===== src/rtl/lf_gain_sched.sv =====
// lf_gain_sched: loop-filter gain scheduler and carrier lock detector.
// Windowed mean |pd_err| steps SEARCH/PULL/TRACK gains with hysteresis.
//
// Ports:
//   sys_clk   in   system clock
//   rst       in   synchronous active-high reset
//   clk_en    in   symbol strobe; pd_err sampled when high
//   pd_err    in   signed phase-detector error, ERR_W bits
//   hold      in   (LF_SCHED_HOLD_EN only) ignore strobes while high
//   gain_sel  out  0 = SEARCH, 1 = PULL, 2 = TRACK
//   lock      out  high while in TRACK
//   acc_clr   out  one-cycle loop-filter integrator clear
//   win_done  out  one-cycle pulse when a window closes
//   err_sum   out  |err| sum of the last completed window
//
// Build option: define LF_SCHED_HOLD_EN to add the hold input.
module lf_gain_sched #(
  parameter int ERR_W     = 16,
  parameter int WIN       = 16,
  parameter int LOCK_TH   = 3200,
  parameter int UNLOCK_TH = 12800,
  parameter int GOOD_N    = 2,
  parameter int BAD_N     = 3
) (
  input  logic                            sys_clk,
  input  logic                            rst,
  input  logic                            clk_en,
  input  logic signed [ERR_W-1:0]         pd_err,
`ifdef LF_SCHED_HOLD_EN
  input  logic                            hold,
`endif
  output logic [1:0]                      gain_sel,
  output logic                            lock,
  output logic                            acc_clr,
  output logic                            win_done,
  output logic [ERR_W+$clog2(WIN)-1:0]    err_sum
);

  localparam int LW = $clog2(WIN);
  localparam int AW = ERR_W - 1 + LW;
  localparam int SW = ERR_W + LW;

  typedef enum logic [1:0] {
    S_SEARCH = 2'd0,
    S_PULL   = 2'd1,
    S_TRACK  = 2'd2
  } st_t;

  st_t           state_q;
  st_t           state_d;
  logic [AW-1:0] sum_q;
  logic [LW-1:0] win_cnt_q;
  logic [3:0]    good_cnt_q;
  logic [3:0]    bad_cnt_q;
  logic [3:0]    good_d;
  logic [3:0]    bad_d;
  logic [1:0]    gain_sel_q;
  logic          lock_q;
  logic          acc_clr_q;
  logic          win_done_q;
  logic [SW-1:0] err_sum_q;

  logic             hold_w;
  logic             strobe;
  logic [ERR_W-1:0] neg_err;
  logic [ERR_W-2:0] abs_err;
  logic [AW-1:0]    total;
  logic             closing;
  logic             good_w;
  logic             bad_w;
  logic [3:0]       good_inc;
  logic [3:0]       bad_inc;
  logic             clr_d;

`ifdef LF_SCHED_HOLD_EN
  assign hold_w = hold;
`else
  assign hold_w = 1'b0;
`endif

  assign strobe  = clk_en & ~hold_w;
  assign neg_err = -pd_err;

  // Most-negative input has no positive twin; clamp to max.
  always_comb begin
    abs_err = '0;
    if (!pd_err[ERR_W-1])
      abs_err = pd_err[ERR_W-2:0];
    else if (pd_err == {1'b1, {(ERR_W-1){1'b0}}})
      abs_err = '1;
    else
      abs_err = neg_err[ERR_W-2:0];
  end

  assign total   = sum_q + AW'(abs_err);
  assign closing = strobe && (win_cnt_q == LW'(WIN - 1));
  assign good_w  = 32'(total) < 32'(LOCK_TH);
  assign bad_w   = 32'(total) > 32'(UNLOCK_TH);

  // Saturate so long runs in one state cannot wrap to a match.
  assign good_inc = (good_cnt_q == 4'hF) ?
                    good_cnt_q : good_cnt_q + 4'd1;
  assign bad_inc  = (bad_cnt_q == 4'hF) ?
                    bad_cnt_q : bad_cnt_q + 4'd1;

  always_comb begin
    state_d = state_q;
    clr_d   = 1'b0;
    good_d  = good_cnt_q;
    bad_d   = bad_cnt_q;
    unique case (1'b1)
      good_w: begin
        good_d = good_inc;
        bad_d  = '0;
      end
      bad_w: begin
        bad_d  = bad_inc;
        good_d = '0;
      end
      default: ;
    endcase
    case (state_q)
      S_SEARCH: begin
        if (good_w && good_inc == 4'(GOOD_N))
          state_d = S_PULL;
      end
      S_PULL: begin
        if (bad_w) begin
          state_d = S_SEARCH;
          clr_d   = 1'b1;
        end else if (good_w && good_inc == 4'(GOOD_N)) begin
          state_d = S_TRACK;
        end
      end
      S_TRACK: begin
        if (bad_w && bad_inc == 4'(BAD_N)) begin
          state_d = S_SEARCH;
          clr_d   = 1'b1;
        end
      end
      default: state_d = S_SEARCH;
    endcase
    if (state_d != state_q) begin
      good_d = '0;
      bad_d  = '0;
    end
  end

  always_ff @(posedge sys_clk) begin
    if (rst) begin
      state_q    <= S_SEARCH;
      sum_q      <= '0;
      win_cnt_q  <= '0;
      good_cnt_q <= '0;
      bad_cnt_q  <= '0;
      gain_sel_q <= 2'd0;
      lock_q     <= 1'b0;
      acc_clr_q  <= 1'b0;
      win_done_q <= 1'b0;
      err_sum_q  <= '0;
    end else begin
      win_done_q <= 1'b0;
      acc_clr_q  <= 1'b0;
      if (closing) begin
        sum_q      <= '0;
        win_cnt_q  <= '0;
        err_sum_q  <= SW'(total);
        win_done_q <= 1'b1;
        acc_clr_q  <= clr_d;
        state_q    <= state_d;
        gain_sel_q <= state_d;
        lock_q     <= (state_d == S_TRACK);
        good_cnt_q <= good_d;
        bad_cnt_q  <= bad_d;
      end else if (strobe) begin
        sum_q     <= total;
        win_cnt_q <= win_cnt_q + LW'(1);
      end
    end
  end

  assign gain_sel = gain_sel_q;
  assign lock     = lock_q;
  assign acc_clr  = acc_clr_q;
  assign win_done = win_done_q;
  assign err_sum  = err_sum_q;

endmodule

===== config.mk =====
export PLATFORM = sky130hd
export DESIGN_NAME = lf_gain_sched
export DESIGN_NICKNAME = d
export VERILOG_FILES = /design/src/rtl/lf_gain_sched.sv
export SDC_FILE = /design/constraint.sdc
export NUM_CORES = 1
export LEC_CHECK = 0
export CORE_MARGIN = 10
export CORE_UTILIZATION = 25
export CTS_CLUSTER_DIAMETER = 40
export DETAILED_ROUTE_END_ITERATION = 12
export GPL_TIMING_DRIVEN = 0
export HOLD_SLACK_MARGIN = 0.06
export PLACE_DENSITY = 0.52
export SLEW_MARGIN = 20
export SYNTH_ARGS = -nofsm -noshare
export SYNTH_HDL_FRONTEND = slang
export SYNTH_SLANG_ARGS = --single-unit
export TNS_END_PERCENT = 10

===== constraint.sdc =====
create_clock -name sys_clk -period 9.4 [get_ports sys_clk]
set_input_delay 2.35 -clock sys_clk [delete_from_list [all_inputs] [get_ports sys_clk]]
set_output_delay 2.35 -clock sys_clk [all_outputs]
set_load 0.05 [all_outputs]

Fig. 1: placed standard cells
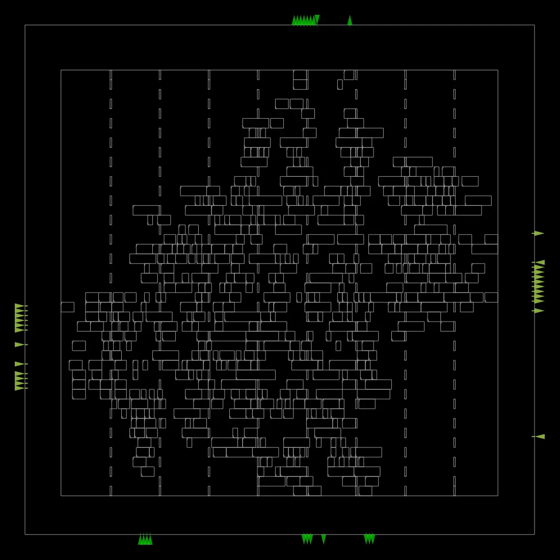
post-route core utilization: 0.314
Fill cells: 1540
tally of non-filler cells in the final layout: 689

Fig. 2: signal metal coverage by tile
Scale: 2 px per um. The die is cut into 29 by 29 equal tiles; dark blue is low, red is high, scaled to the fullest tile. Values are wire area over tile area, all layers added.
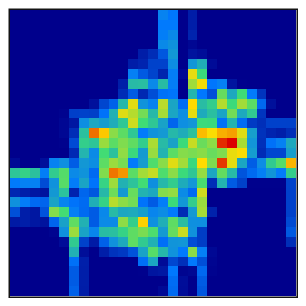
tiles over half the peak: 12%
emptiest ninth of the die: upper left
mean over tiles: 0.079
densest ninth of the die: centre
fullest tile: 0.45
nearly empty tiles: 50%

==> deck_impl_summary.md <==
Synthesis and Place & Route Summary

Synth
  – Ys cells: 456
  – Yosys synthesis warning count: 0
  – Top cell type's share of synthesized area: 0.290
  – Synth mux share: 0.0504
  – AND-OR/OR-AND Cells, Area Fraction: 0.253
  – Count of flip-flops with a built-in enable after synthesis: 0
  – Simple share: 0.205
  – Tally of unique sky130hd cells used after synthesis: 70
  – Sequential-to-total area share from yosys stat: 0.290

CTS
  – Root buffer cell: sky130_fd_sc_hd__clkbuf_16
  – Register clock-pin slew on the reported worst setup and hold paths: 70 ps
  – Clock latency reported for the late side of the worst-skew pair: 300 ps
  – Clock tree from TritonCTS: yes

Setup path
  – Most Frequent Cell on Critical Path: sky130_fd_sc_hd__or4_1
  – Type of element capturing the critical path: register
  – Crit path arrival time: 8560 ps
  – Number of cells on the critical path: 18
  – Max FO, Critical Path: 10

Floorplanning
  – Die x size: 143 um
  – Number of placement rows: 44
  – Overall die height: 143 um
  – Overall chip area: 20500 um2
  – FP Util: 0.258
  – Top Ports: 44

STA
  – Setup ws final: 1020 ps
  – Number of hold violations in the final report: 0
  – # setup viols final: 0

Run
  – Tool warnings: 31

Drt
  – Vias after detailed routing: 3462
  – Number of nets with antenna violations after routing: 0
  – WL/cell: 15.1 um
  – Post-Route M1 WL: 5.01 mm
  – Met3 layer wire length in the routed design: 439 um
  – DRC violation count after routing: 0
  – Detailed route wirelength on metal2: 4.86 mm

GRT
  – Number of global-route vias before repair: 3312
  – Antenna violations before repair: 0
  – Most utilized layer in the global route result: met2

Power and ir drop
  – Static power due to leakage: 0.00171 uW
  – Peak supply drop: 0.0000617 V
  – Power Dens Cells: 175 nW/um2

Placement
  – Number of port buffers: 41

Run status
  – Run status: finished, final reports clean

Layout
  – Total inserted antenna cells: 0
Fig. 3: nets reached from selected ports
Scale: 3 px per um.
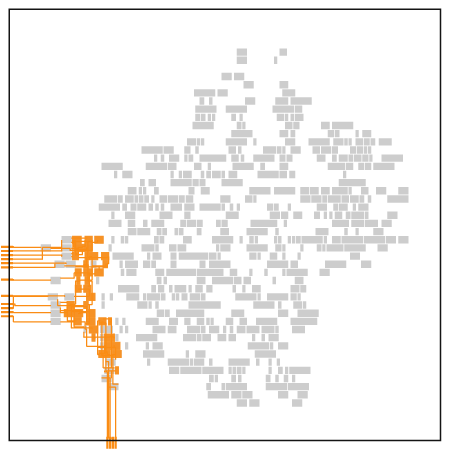
legend:
  pd_err:
    colour: orange
    bits: 16
    direction: input
    edge: 12 left, 4 bottom
    end_cells: 38
    buffers: 17
    wire: 700 um

Fig. 4: signal wires by layer
Scale: 2 px per um. Two of the layers only.
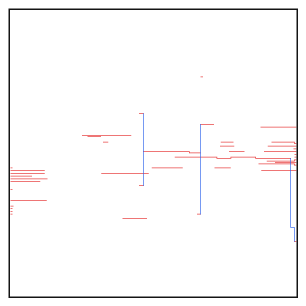
legend:
  metal 3:
    colour: red
    wire_length: 439 um
  metal 4:
    colour: blue
    wire_length: 124 um

## cell usage in the layout, fill, tap and decap left out, types with 3 or more instances in the layout
cell / count
sky130_fd_sc_hd__o211ai_1: 4
sky130_fd_sc_hd__nor3_1: 6
sky130_fd_sc_hd__o21a_1: 5
sky130_fd_sc_hd__o31ai_1: 8
sky130_fd_sc_hd__nor4_1: 4
sky130_fd_sc_hd__a21o_1: 3
sky130_fd_sc_hd__nor2_1: 48
sky130_fd_sc_hd__xor2_1: 20
sky130_fd_sc_hd__clkbuf_16: 5
sky130_fd_sc_hd__o21ai_0: 14
sky130_fd_sc_hd__a31oi_1: 6
sky130_fd_sc_hd__nand3_1: 5
sky130_fd_sc_hd__nand2_1: 60
sky130_fd_sc_hd__or4_1: 5
sky130_fd_sc_hd__a211o_1: 3
sky130_fd_sc_hd__a21boi_0: 3
sky130_fd_sc_hd__dfxtp_1: 55
sky130_fd_sc_hd__clkdlybuf4s50_1: 41
sky130_fd_sc_hd__a211oi_1: 12
sky130_fd_sc_hd__inv_1: 15
sky130_fd_sc_hd__nand4_1: 7
sky130_fd_sc_hd__or3_1: 3
sky130_fd_sc_hd__and2_1: 5
sky130_fd_sc_hd__buf_1: 3
sky130_fd_sc_hd__mux2i_1: 18
sky130_fd_sc_hd__and3_1: 4
sky130_fd_sc_hd__clkbuf_1: 14
sky130_fd_sc_hd__ha_1: 25
sky130_fd_sc_hd__a21oi_1: 29
sky130_fd_sc_hd__nand2b_1: 6
sky130_fd_sc_hd__xnor2_1: 13
## final timing paths
kind | startpoint | endpoint | slack, ps
worst min register to register | err_sum[3] | err_sum[3] | 460
worst min-delay path | err_sum[3] | err_sum[3] | 460
worst max-delay path | pd_err[6] | bad_cnt_q[1] | 1020
worst max register to register | sum_q[0] | bad_cnt_q[1] | 5310
## logic make-up after synthesis
family,after synthesis
AND-OR/OR-AND,123
adder cells (fa/ha/maj),26
other,1
AND/OR/NAND/NOR,164
XOR/XNOR,33
buffers and inverters,35
flip-flops,55
multiplexers,19
## stage by stage
step / instance area (um2) / util / hold slack, ps / total power, uW
2_1_floorplan: 3800 / - / 467 / 509
3_3_place_gp: 4440 / 0.302 / 449 / 586
3_5_place_dp: 4440 / 0.302 / 452 / 591
4_1_cts: 4610 / 0.314 / 463 / 814
5_1_grt: 4610 / 0.314 / 483 / 859
6_report: 4610 / 0.314 / 460 / 806
## cell type report
class,instances,area [um2],area share
clock inverter,3,46.3,0.0100
sequential,55,1100,0.239
buffer,20,81.3,0.0176
multi-input combinational,366,2560,0.555
clock buffer,5,125,0.0272
inverter,15,56.3,0.0122
tap,184,230,0.0500
timing repair buffer,41,410,0.0891
## power breakdown
group	switching (uW)	leakage, uW	internal [uW]
registers	10.5	0.000447	248
logic	205	0.00118	124
clock network	92.9	0.0000804	127
## state kept, by name (all words and copies together), names as in the netlist
| signal | count |
|---|---|
| acc_clr | 1 |
| win_cnt_q | 4 |
| good_cnt_q | 4 |
| err_sum | 19 |
| lock | 1 |
| gain_sel | 2 |
| sum_q | 19 |
| win_done | 1 |
| bad_cnt_q | 4 |
Power is estimated from default activity; no workload was simulated.
